<file path="src/rtl/pipeio.sv">
// pipeio: memory-mapped I/O port for the data side of the CPU memory stage.
//
// Synchronises and debounces two 5-bit switch inputs, holds a CPU-writable
// 32-bit total register with a read-to-clear change-status register, and
// drives six seven-segment digits plus a 10-bit bar from registered state.
//
// Optional feature macro: PIPEIO_DEBOUNCE_EN
//   defined   : per-input debounce counter, DEBOUNCE_CYCLES honoured
//   undefined : accepted value follows the synchronised input every cycle
//
// Parameters
//   IO_BASE          word-aligned base of the 16-byte I/O window
//   DEBOUNCE_CYCLES  stable synchronised samples needed to accept a change
//
// Ports
//   clock, resetn     clock and asynchronous active-low reset
//   io_we, io_rd      write / read strobes of the current access
//   io_addr, io_wdata byte address and store data
//   io_rdata, io_hit  combinational read data and window decode
//   plus1, plus2      asynchronous 5-bit switch inputs
//   *_high, *_low     registered active-low seven-segment digits (gfedcba)
//   lcd               registered copy of total[9:0]
//
// Address map (offset = io_addr[3:2])
//   0: debounced plus1 (RO)   1: debounced plus2 (RO)
//   2: total (RW)             3: {chg2, chg1} (read-to-clear)

module pipeio #(
    parameter logic [31:0] IO_BASE         = 32'h0000_0080,
    parameter int unsigned DEBOUNCE_CYCLES = 4
) (
    input  logic        clock,
    input  logic        resetn,
    input  logic        io_we,
    input  logic        io_rd,
    input  logic [31:0] io_addr,
    input  logic [31:0] io_wdata,
    output logic [31:0] io_rdata,
    output logic        io_hit,
    input  logic [4:0]  plus1,
    input  logic [4:0]  plus2,
    output logic [6:0]  plus1_high,
    output logic [6:0]  plus1_low,
    output logic [6:0]  plus2_high,
    output logic [6:0]  plus2_low,
    output logic [6:0]  total_high,
    output logic [6:0]  total_low,
    output logic [9:0]  lcd
);

    localparam int unsigned DW   = 32;
    localparam int unsigned SW   = 5;
    localparam int unsigned NCH  = 2;
    localparam int unsigned SEGW = 7;
    localparam int unsigned LCDW = 10;

    localparam logic [1:0] OFF_DB1   = 2'd0;
    localparam logic [1:0] OFF_DB2   = 2'd1;
    localparam logic [1:0] OFF_TOTAL = 2'd2;
    localparam logic [1:0] OFF_STAT  = 2'd3;

    localparam logic [SEGW-1:0] SEG_ZERO  = 7'b1000000;
    localparam logic [SEGW-1:0] SEG_DASH  = 7'b0111111;
    localparam logic [SEGW-1:0] SEG_BLANK = 7'b1111111;

    // Decimal digit to active-low gfedcba segment pattern.
    function automatic logic [SEGW-1:0] seg7(input logic [3:0] d);
        logic [SEGW-1:0] s;
        case (d)
            4'd0:    s = 7'b1000000;
            4'd1:    s = 7'b1111001;
            4'd2:    s = 7'b0100100;
            4'd3:    s = 7'b0110000;
            4'd4:    s = 7'b0011001;
            4'd5:    s = 7'b0010010;
            4'd6:    s = 7'b0000010;
            4'd7:    s = 7'b1111000;
            4'd8:    s = 7'b0000000;
            4'd9:    s = 7'b0010000;
            default: s = SEG_BLANK;
        endcase
        return s;
    endfunction

    // Two-digit display of a 0..31 switch value: {high, low}.
    function automatic logic [2*SEGW-1:0] split_db(input logic [SW-1:0] v);
        logic [SW-1:0] hi;
        logic [SW-1:0] lo;
        hi = v / SW'(10);
        lo = v % SW'(10);
        return {seg7(4'(hi)), seg7(4'(lo))};
    endfunction

    // Two-digit display of total; anything above 99 shows two dashes.
    function automatic logic [2*SEGW-1:0] split_total(input logic [DW-1:0] v);
        logic [6:0]        n;
        logic [6:0]        hi;
        logic [6:0]        lo;
        logic [2*SEGW-1:0] r;
        n  = v[6:0];
        hi = n / 7'd10;
        lo = n % 7'd10;
        if (v > DW'(99)) begin
            r = {SEG_DASH, SEG_DASH};
        end else begin
            r = {seg7(4'(hi)), seg7(4'(lo))};
        end
        return r;
    endfunction

    // ------------------------------------------------------------------
    // State
    // ------------------------------------------------------------------
    logic [NCH-1:0][SW-1:0] plus_c;
    logic [NCH-1:0][SW-1:0] s1_q;
    logic [NCH-1:0][SW-1:0] s2_q;
    logic [NCH-1:0][SW-1:0] db_q;
    logic [NCH-1:0][SW-1:0] db_d;
    logic [NCH-1:0]         chg_q;
    logic [NCH-1:0]         chg_d;
    logic [NCH-1:0]         chg_set_c;
    logic [DW-1:0]          total_q;
    logic [DW-1:0]          total_d;

    logic [1:0]             off_c;
    logic                   wr_total_c;
    logic                   stat_clr_c;
    logic [2*SEGW-1:0]      p1_seg_c;
    logic [2*SEGW-1:0]      p2_seg_c;
    logic [2*SEGW-1:0]      tot_seg_c;

    // Byte-lane bits of the address are ignored; the parameter is only
    // consumed by the counter when debounce is built.
    logic                   unused_c;
    assign unused_c = ^{io_addr[1:0], 8'(DEBOUNCE_CYCLES)};

    assign plus_c = {plus2, plus1};

    // Window decode and access qualification.
    assign io_hit     = (io_addr[31:4] == IO_BASE[31:4]);
    assign off_c      = io_addr[3:2];
    assign wr_total_c = io_we & io_hit & (off_c == OFF_TOTAL);
    assign stat_clr_c = io_rd & io_hit & (off_c == OFF_STAT);

    // Read mux straight off registered state; writes in the same cycle are
    // not bypassed.
    always_comb begin
        io_rdata = '0;
        if (io_hit) begin
            case (off_c)
                OFF_DB1:   io_rdata = {27'b0, db_q[0]};
                OFF_DB2:   io_rdata = {27'b0, db_q[1]};
                OFF_TOTAL: io_rdata = total_q;
                OFF_STAT:  io_rdata = {30'b0, chg_q};
                default:   io_rdata = '0;
            endcase
        end
    end

    assign total_d = wr_total_c ? io_wdata : total_q;

`ifdef PIPEIO_DEBOUNCE_EN
    localparam int unsigned CW = 8;
    localparam logic [CW-1:0] CNT_LAST = CW'(DEBOUNCE_CYCLES - 1);

    logic [NCH-1:0][CW-1:0] cnt_q;
    logic [NCH-1:0][CW-1:0] cnt_d;

    // Accept a new value only after it has been seen DEBOUNCE_CYCLES times
    // in a row; any return to the accepted value restarts the count.
    always_comb begin
        db_d      = db_q;
        cnt_d     = '0;
        chg_set_c = '0;
        for (int i = 0; i < int'(NCH); i++) begin
            if (s2_q[i] == db_q[i]) begin
                cnt_d[i] = '0;
            end else if (cnt_q[i] == CNT_LAST) begin
                db_d[i]      = s2_q[i];
                cnt_d[i]     = '0;
                chg_set_c[i] = 1'b1;
            end else begin
                cnt_d[i] = cnt_q[i] + CW'(1);
            end
        end
    end

    always_ff @(posedge clock or negedge resetn) begin
        if (!resetn) begin
            cnt_q <= '0;
        end else begin
            cnt_q <= cnt_d;
        end
    end
`else
    // No filtering: the accepted value tracks the synchroniser output.
    always_comb begin
        db_d      = db_q;
        chg_set_c = '0;
        for (int i = 0; i < int'(NCH); i++) begin
            db_d[i]      = s2_q[i];
            chg_set_c[i] = (s2_q[i] != db_q[i]);
        end
    end
`endif

    // A change event in the same cycle as a status read keeps its bit set.
    assign chg_d = chg_set_c | (chg_q & ~{NCH{stat_clr_c}});

    assign p1_seg_c  = split_db(db_q[0]);
    assign p2_seg_c  = split_db(db_q[1]);
    assign tot_seg_c = split_total(total_q);

    // Synchronisers, accepted values, status, total and display registers.
    always_ff @(posedge clock or negedge resetn) begin
        if (!resetn) begin
            s1_q       <= '0;
            s2_q       <= '0;
            db_q       <= '0;
            chg_q      <= '0;
            total_q    <= '0;
            lcd        <= '0;
            plus1_high <= SEG_ZERO;
            plus1_low  <= SEG_ZERO;
            plus2_high <= SEG_ZERO;
            plus2_low  <= SEG_ZERO;
            total_high <= SEG_ZERO;
            total_low  <= SEG_ZERO;
        end else begin
            s1_q       <= plus_c;
            s2_q       <= s1_q;
            db_q       <= db_d;
            chg_q      <= chg_d;
            total_q    <= total_d;
            lcd        <= total_q[LCDW-1:0];
            plus1_high <= p1_seg_c[2*SEGW-1:SEGW];
            plus1_low  <= p1_seg_c[SEGW-1:0];
            plus2_high <= p2_seg_c[2*SEGW-1:SEGW];
            plus2_low  <= p2_seg_c[SEGW-1:0];
            total_high <= tot_seg_c[2*SEGW-1:SEGW];
            total_low  <= tot_seg_c[SEGW-1:0];
        end
    end

endmodule

</file>
<file path="config.mk">
export PLATFORM = sky130hd
export DESIGN_NAME = pipeio
export DESIGN_NICKNAME = d
export VERILOG_FILES = /design/src/rtl/pipeio.sv
export SDC_FILE = /design/constraint.sdc
export NUM_CORES = 1
export LEC_CHECK = 0
export ABC_AREA = 1
export CORE_ASPECT_RATIO = 0.9
export CORE_MARGIN = 2
export CORE_UTILIZATION = 32
export CTS_CLUSTER_DIAMETER = 100
export DETAILED_ROUTE_END_ITERATION = 8
export DONT_BUFFER_PORTS = 1
export SLEW_MARGIN = 20
export SYNTH_ARGS = -nofsm -noshare
export SYNTH_HDL_FRONTEND = slang
export SYNTH_SLANG_ARGS = --single-unit
export TNS_END_PERCENT = 30
</file>
<file path="constraint.sdc">
create_clock -name clock -period 3.4 [get_ports clock]
set_input_delay 0.68 -clock clock [delete_from_list [all_inputs] [get_ports clock]]
set_output_delay 0.68 -clock clock [all_outputs]
set_load 0.01 [all_outputs]
</file>
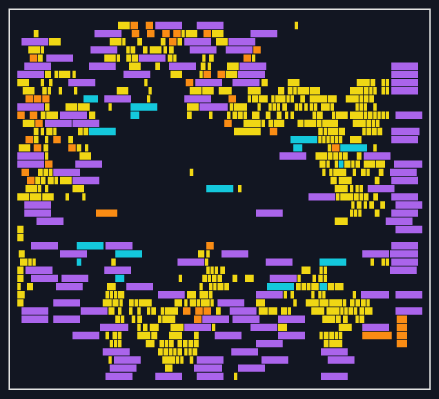
Figure 1: run 1, placed cells, one colour a class.
(3 px per um)
Key: registers = purple [cells 112, share of their area 47%]; remaining buffers and delay cells = orange [cells 42, share of their area 6.0%]; remaining logic cells = yellow [cells 410, share of their area 42%]; clock drivers and dummy loads = cyan [cells 16, share of their area 4.8%]

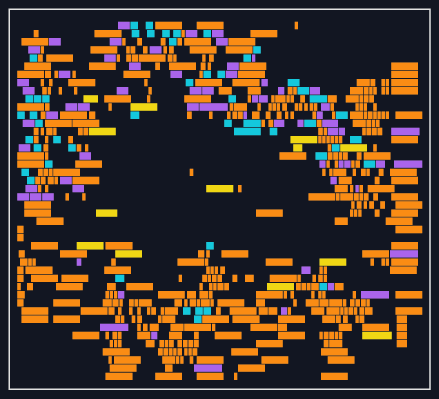
Figure 2: run 1, cells by drive strength.
(3 px per um)
Key: x1 and smaller = orange [cells 453]; x3 and x4 = cyan [cells 49]; x2 = purple [cells 65]; x6 and larger = yellow [cells 13]
post-route worst setup slack: 0.238 ns
Final Cell Area: 0.00618 mm2
number of non-clock buffers in the layout: 42
P&R area growth vs syn: 16.5%

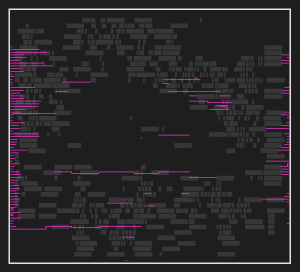
Figure 3: run 1, M3 wires.
(2 px per um)
The layer holds 6.1% of the routed length. The longest straight run is 25.8 um.

==> results.txt, run 1 <==
Synthesis and PnR results.

- The longest incremental delay of any stage on the critical path is reported as 0.44 ns.
- The non-clock buffer contribution to total cell area is 0.0579.
- Counting both buffers and inverters, the worst setup path holds a total of 4.
- The combinational logic power is 0.187 mW.
- The clock passes through at most 2 buffers.
- The netlist uses 40 different library cells.
- The number of iterations in the first detailed-routing pass is 5.
- The overall power after layout is 2.68 mW.
- OpenSTA lists the critical path endpoint as total_low[3].
- Once iteration 0 of detailed routing completed, the report listed 114 DRC markers.
- The most common logic cells in the final layout are sky130_fd_sc_hd__dfrtp_1, sky130_fd_sc_hd__inv_1, sky130_fd_sc_hd__nand2_1.
- The number of storage elements in the synthesis netlist is 112.
- The routed wire length on met2 reads 6.24 mm.
- The met1 track demand over resource in global routing reads 0.163.
- In the global route stage, met3 resource usage came out at 0.0460.
- The internal cell power reads 1.99 mW.
- The via count of the first global-routing pass is 3,903.
- The fill cell total of the finished layout is 1,604.
- Across all hold checks on the routed design, the worst slack comes to 0.163 ns.
- For this run, asynchronously set or reset flops after synthesis account for 1.00.
- Among the stages of the critical path, the cell type that occurs most often is sky130_fd_sc_hd__nand2_1.
- In the synthesized netlist, the cells that appear most often are sky130_fd_sc_hd__dfrtp_1, sky130_fd_sc_hd__inv_1, sky130_fd_sc_hd__nand2_1.
- The run finished with clean final reports.
- The floorplan step set the die height to 126 um.
- The type of origin of the critical path is a flop.
- The count of input and output buffers is 0.
- The count of sequential standard cells reads 112.
- Once detailed placement completed, the half-perimeter wirelength came to 8.81 mm.
- Max fanout on the critical path was recorded as 9.
- The fraction of cell area in sequential cells is reported as 0.455.
- The initial antenna violation count is 0.
- The sequential-cell power consumption reads 1.47 mW.
- The aggregate negative setup slack is 0 ns.
- Per the CTS log, the root buffer master is sky130_fd_sc_hd__clkbuf_16.
- The worst register-to-register path begins at total_q[4].
- Of the total power, registers draw 0.550.
- The clock group power reads 1.02 mW.
- The final-layout clock-cell area share reads 0.0457.
- The capture point of the worst register-to-register path is recorded as total_low[3].
- IR analysis of the VDD net gives a maximum drop of 0.256 mV.
- The combinational cell area excluding buffers and inverters is 0.00218 mm2.
==> run 2, diff against run 1 <==
Settings changed: SLEW_MARGIN 20 to not set.
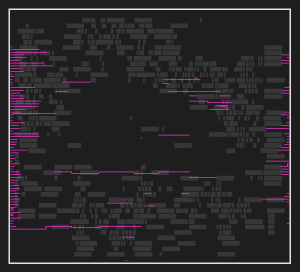
Figure 4: run 2, M3 wires.
(2 px per um)
The longest straight run is 25.8 um. The wires run mostly horizontal. The layer holds 6.1% of the routed length. 110 nets have wire on it. The layer carries 779 um of wire.
met3 track demand over resource in global routing: 0.0460
total vias in the final route: 3,798
total routed wirelength: 12.7 mm

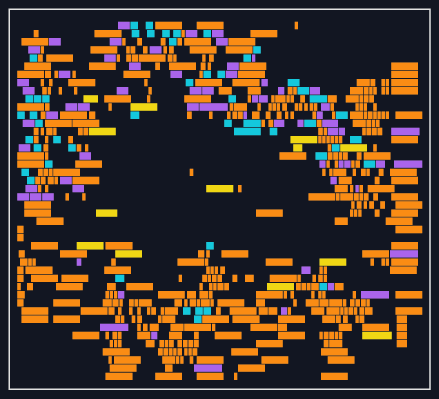
Figure 5: run 2, cells by drive strength.
(3 px per um)
Key: x2 = purple [cells 65]; x6 and larger = yellow [cells 13]; x3 and x4 = cyan [cells 49]; x1 and smaller = orange [cells 453]

==> results.txt, run 2 <==
Synthesis and PnR results.

- The count of sequential standard cells is 112 (unchanged).
- The maximum frequency from static timing analysis came to 316 MHz (unchanged).
- The transition at the pin with the smallest max-transition slack reads 0.760 ns (unchanged).
- The termination of the worst setup path reads total_low[3] (unchanged).
- The sequential-cell power consumption reads 1.47 mW (about the same).
- Commonest non-fill, non-tap cells in the layout: sky130_fd_sc_hd__dfrtp_1, sky130_fd_sc_hd__inv_1, sky130_fd_sc_hd__nand2_1 (unchanged).
- The buffer cell driving the clock tree root is sky130_fd_sc_hd__clkbuf_16 (unchanged).
- The number of enable flip-flop cells reads 0 (unchanged).
- The most used routing layer reads met2 (unchanged).
- The area after detailed placement came to 0.00577 mm2 (unchanged).
- The area added between synthesis and finish is 16.5% (unchanged).
- The count of antenna diodes in the layout came to 0 (unchanged).
- The fraction of area in multi-input gates was 0.352 (unchanged).
- The CTS tree is built (unchanged).
- The post-synthesis cell type count is 40 (unchanged).
- The fill cell total of the finished layout was 1,604 (unchanged).
- The peak supply drop was 0.256 mV (unchanged).
- The non-clock buffer contribution to total cell area is 0.0579 (unchanged).
- The synthesized netlist cell count reads 533 (unchanged).
- The number of cells upsized or downsized after cts is 0 (unchanged).
- The number of iterations in the first detailed-routing pass reads 5 (unchanged).
- The type of origin of the critical path reads a flop (unchanged).
- The total non-filler cell area in the finished layout is 0.00618 mm2 (unchanged).
- The cell class with the largest area share reads sequential cells (unchanged).
- The dominant logic cell type in the layout is sky130_fd_sc_hd__dfrtp_1 (unchanged).
- The logic gate share of total power is 0.070 (about the same).
- The routed metal-1 wire length reads 5.55 mm (unchanged).
- The count of input and output buffers reads 0 (unchanged).
- The number of buffers on the longest clock path is 2 (unchanged).
- The number of storage elements in the synthesis netlist is 112 (unchanged).
- The combinational cell area excluding buffers and inverters reads 0.00218 mm2 (unchanged).
- The iteration-0 DRC count of the detailed router is 114 (unchanged).
- The final HPWL from detailed placement is 8.81 mm (unchanged).
- The worst reg-to-reg path cell count was 25 (unchanged).
- The floorplan utilization is 0.328 (unchanged).
- The source of the worst register-to-register timing path is total_q[4] (unchanged).
- The met1 track demand over resource in global routing is 0.163 (unchanged).
- The relative contribution of sequential cells to total power came to 0.550 (about the same).
- The residual overflow from global routing was 0 (unchanged).
- The most used flip-flop cell after synthesis was sky130_fd_sc_hd__dfrtp_1 (unchanged).
- The routed wire length on met3 came to 778 um (unchanged).
- The number of failing setup endpoints in the final timing report reads 0 (unchanged).
- The leakage power figure was 3.15 nW (unchanged).
- Run status: complete, no violations (unchanged).
- The largest power group reads sequential cells (unchanged).
- The capture point of the worst reg-to-reg path is total_low[3] (unchanged).
- The number of cell rows is 44 (unchanged).
- The synthesis warning total reads 0 (unchanged).
- The proportion of synthesized flip-flops having asynchronous set or reset is 1.00 (unchanged).
- The count of unresolved DRC violations after routing was 0 (unchanged).
- The overall power after layout reads 2.68 mW (unchanged).
- The final setup slack of the worst path is 0.238 ns (unchanged).
- The routed wire length on met2 reads 6.24 mm (unchanged).
- The mean instance size in the synthesized netlist is 9.96 um2 (unchanged).
- The most frequent cell on the critical path reads sky130_fd_sc_hd__nand2_1 (unchanged).
- The buffer and inverter count on the worst path is 4 (unchanged).
- The hold buffer count at CTS is 0 (unchanged).
- Top post-synthesis cells by count: sky130_fd_sc_hd__dfrtp_1, sky130_fd_sc_hd__inv_1, sky130_fd_sc_hd__nand2_1 (unchanged).
- The clock buffer count in the final layout came to 10 (unchanged).
- The worst-case hold slack was 0.163 ns (unchanged).
- The final cycle utilization of the critical path is 0.930 (unchanged).
- The final-layout clock-cell area share came to 0.0457 (unchanged).
- The worst setup slack before clock tree synthesis is 0.0366 ns (unchanged).
- The aggregate negative setup slack reads 0 ns (unchanged).
- The peak per-stage delay on the critical path reads 0.44 ns (about the same).
- The initial antenna violation count is 0 (unchanged).
- The number of inverters outside the clock class in the layout is 79 (unchanged).
- The combinational logic power is 0.187 mW (about the same).
- The clock group power is 1.02 mW (about the same).
- The routing usage on met2 was 0.244 (unchanged).
- The highest-delay cell along the critical path is sky130_fd_sc_hd__dfrtp_2 (unchanged).
- The number of well taps was 207 (unchanged).
- The non-clock buffer count in the final layout reads 42 (unchanged).
- The clock network latency to the later pin of the worst-skew pair reads 0.36 ns (about the same).
- The via count of the first global-routing pass came to 3,903 (unchanged).
- Leading cell types by total area after synthesis: sky130_fd_sc_hd__dfrtp_1, sky130_fd_sc_hd__ha_1, sky130_fd_sc_hd__mux2_2 (unchanged).
- The total number of multi-input combinational cells is 331 (unchanged).
- The class of the most critical hold timing path reads input pin to async pin (unchanged).
- The total cell area reported by yosys after synthesis reads 0.00531 mm2 (unchanged).
- The total cells reported by yosys after synthesis is 533 (unchanged).
- The fraction of area in registers was 0.455 (unchanged).
- The part of the Yosys area used for sequential elements came to 0.529 (unchanged).
- The die width came to 140 um (unchanged).
- The start point of the critical path is total_q[4] (unchanged).
- The internal cell power reads 1.99 mW (unchanged).
- The maximum net fanout on the critical path is 9 (unchanged).
- The height of the chip came to 126 um (unchanged).
- The final critical delay including setup and external delays is 3.16 ns (unchanged).
Power and IR drop assume default switching activity.
